### Clock routing

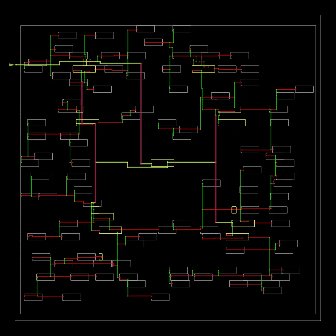
### Gate-type map

Scale: 3 px per um.
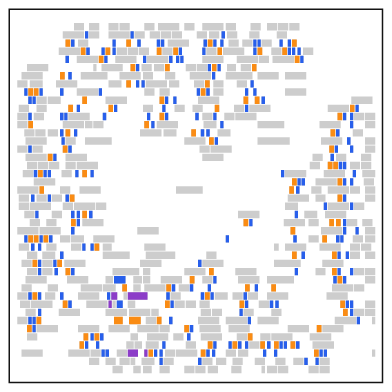
Design dram_ctrl, sky130hd; sources not shown.
==> results_dict.tcl <==
# yosys + openroad results
set metrics [dict create \
    ys_cells 452 \
    critPathLaunchType "register" \
    yosysTopAreaCell "dfxtp_1" \
    run_status "finished clean" \
    crit_arrival_ns 1.25 \
    grt_pass1_vias 3479 \
    rsz0062_at_grt "true" \
    grt_usage 0.142 \
    edf_count 0 \
    fp.dieH_um 124 \
    fin_util 0.442 \
    flop_cell "dfxtp_1" \
    hold_buffers 0 \
    critical-path-slowest-cell "clkdlybuf4s50_1" \
    final-max-slew-violation-count 0 \
    fill_cells 1372 \
    ys_types 19 \
    cts-root-buf "clkbuf_16" \
    synth_area_mm2 0.00359 \
    diodes 0 \
    first_iter_violations 130 \
    period_needed_ns 1.88 \
    power.density_mw_per_mm2 728 \
    netlist_instances 452 \
    dp_hpwl_mm 7.79 \
    fp-row-count 43 \
    worstPathCellList "clkdlybuf4s50_1" \
    wire_per_inst_um 13.2 \
    synthTopCellsByCount "199 x nand2_1, 102 x dfxtp_1, 100 x a21oi_1" \
    max_freq_ghz 0.532 \
    drcViolationCount 0 \
    syn2layout_area_growth_pct 72.1 \
    topCellsByArea "dfxtp_1 57%, nand2_1 21%, a21oi_1 14%" \
    final_nets 751 \
    ys_seq_share 0.568 \
    drt_wl_total_mm 11.0 \
    ys_warn_count 0 \
    design.die.area_mm2 0.0154 \
    warnings 31 \
    grt_max_degree 103 \
    synthArstFlopShare 0 \
    drive_above_1_share 0.0553 \
    max_cap_violations 0 \
    grt-ovfl-total 0 \
    grt_pass1_wl_mm 16.9 \
    numSynthFlops 102 \
    stdcell_area_mm2 0.00619 \
    setup_viol_count_final 0 \
    top_area_frac 0.568 \
    finalCritPeriodShare 0.895 \
    ant_nets 0 \
    crit_buf_inv 1 \
    firstDrtPassIters 4 \
    cp-end-kind "output pin" \
    die_x_um 124 \
    crit_cells 1 \
    hold_slack_ns 0.451 \
    crit_required_ns 1.47 \
    vias 3621 \
    syn_area_per_cell_um2 7.95 \
    hold_viol 0 \
    max-vdd-ir-drop_v 0.000354 \
    ys_chip_area_mm2 0.00359 \
    clk_pin_slew_ns 0.07 \
    cp_top_family "buffers and inverters" \
    r2r.worst_path.cells 5 \
    vias_per_cell 4.36 \
    coreArea_mm2 0.0140 \
    cp_slowest_stage_delay_ns 0.56 \
    io_pins 210 \
    rrSetupSlack_ns 0.53 \
    min_path_type "reg2reg" \
    path_class "reg2out" \
    fp_util 0.257 \
    h-tree-depth 3 \
    port_buffers 204 \
    setup_tns_ns 0 \
    cts_tree "yes" \
    cts_buffer_depth 2 \
    place_area_mm2 0.00583 \
    insertion_delay_ns 0.34 \
    antenna_found_initial 0 \
    leakage_uw 0.00246 \
    hold_depth 2 \
    most_common_cell "nand2_1" \
    critPathMaxFanout 2 \
    gp_congestion 0.740 \
]
-- 'Clock routing' (at the start) --
seq_cells: 102
total CTS buffers: 9
Clock Skews: 0.00906 ns
clock tree sinks: 102
clock network power: 1640 uW

-- 'Gate-type map' (at the start) --
Key: purple = nor cells [cells 5, most used nor2_1]; blue = nand cells [cells 201, most used nand2_1, where spread over the die]; orange = aoi and oai cells [cells 102, most used a21oi_1, where spread over the die]
most frequent logic cell in the layout: nand2_1
non-filler instance count after layout: 831
Comb area share: 0.220

-- power by group --
part / internal [uW] / leakage, uW / switching, uW
logic: 448 / 0.00148 / 322
clock network: 927 / 0.000140 / 714
registers: 2040 / 0.000835 / 54.7
total: 3420 / 0.00246 / 1090
-- area by class of cell --
cell class,instances,area (um2),area share
tap,180,225,0.0364
timing repair buffer,219,2260,0.366
clock inverter,5,60.1,0.00971
inverter,1,3.75,0.000607
clock buffer,11,233,0.0376
multi-input combinational,313,1360,0.220
sequential,102,2040,0.330
-- cell families after synthesis --
kind of cell,count (synthesis),share of synthesized area
buf+inv,39,0.0588
flops,102,0.568
compound gates,102,0.145
simple gates,208,0.227
other cells,1,0.00104
-- metal layers --
layer | GRT usage | share of wire
met1 | 0.159 | 0.40
met2 | 0.240 | 0.50
met3 | 0.0513 | 0.078
met4 | 0.0667 | 0.025
met5 | 0 | 0
-- placed cells by master, fill, tap and decap left out --
| cell type | count |
|---|---|
| nor2b_1 | 1 |
| or3b_2 | 1 |
| clkinvlp_4 | 1 |
| conb_1 | 3 |
| nand4bb_1 | 1 |
| clkinv_4 | 2 |
| buf_2 | 1 |
| dfxtp_1 | 102 |
| nand2b_1 | 1 |
| nor3_2 | 1 |
| buf_16 | 1 |
| o32ai_1 | 1 |
| nand2_1 | 199 |
| buf_12 | 5 |
| clkbuf_16 | 9 |
| clkbuf_1 | 2 |
| dlygate4sd2_1 | 1 |
| dlymetal6s2s_1 | 14 |
| clkdlybuf4s50_1 | 187 |
| clkinv_2 | 1 |
| a21boi_2 | 1 |
| nor2_1 | 2 |
| and4bb_2 | 1 |
| buf_4 | 10 |
| nor3b_4 | 1 |
| a21oi_1 | 100 |
| inv_1 | 1 |
| bufinv_16 | 1 |
-- timing repair --
action / 4_1_cts / 5_1_grt
pin swaps: 1 / 1
endpoints found under the setup margin: 44 / 52
resized: 6 / 14
buffers inserted: 1 / 0
-- per-stage QoR --
stage / worst slack [ns] / cells / power (uW)
after floorplan: 0.518 / 454 / 2430
after global placement: -0.468 / 813 / 2900
after detailed placement: -0.464 / 813 / 2920
after CTS: 0.149 / 830 / 4600
after global routing: 0.184 / 831 / 4740
final: 0.220 / 831 / 4510
Power and IR drop assume default switching activity.
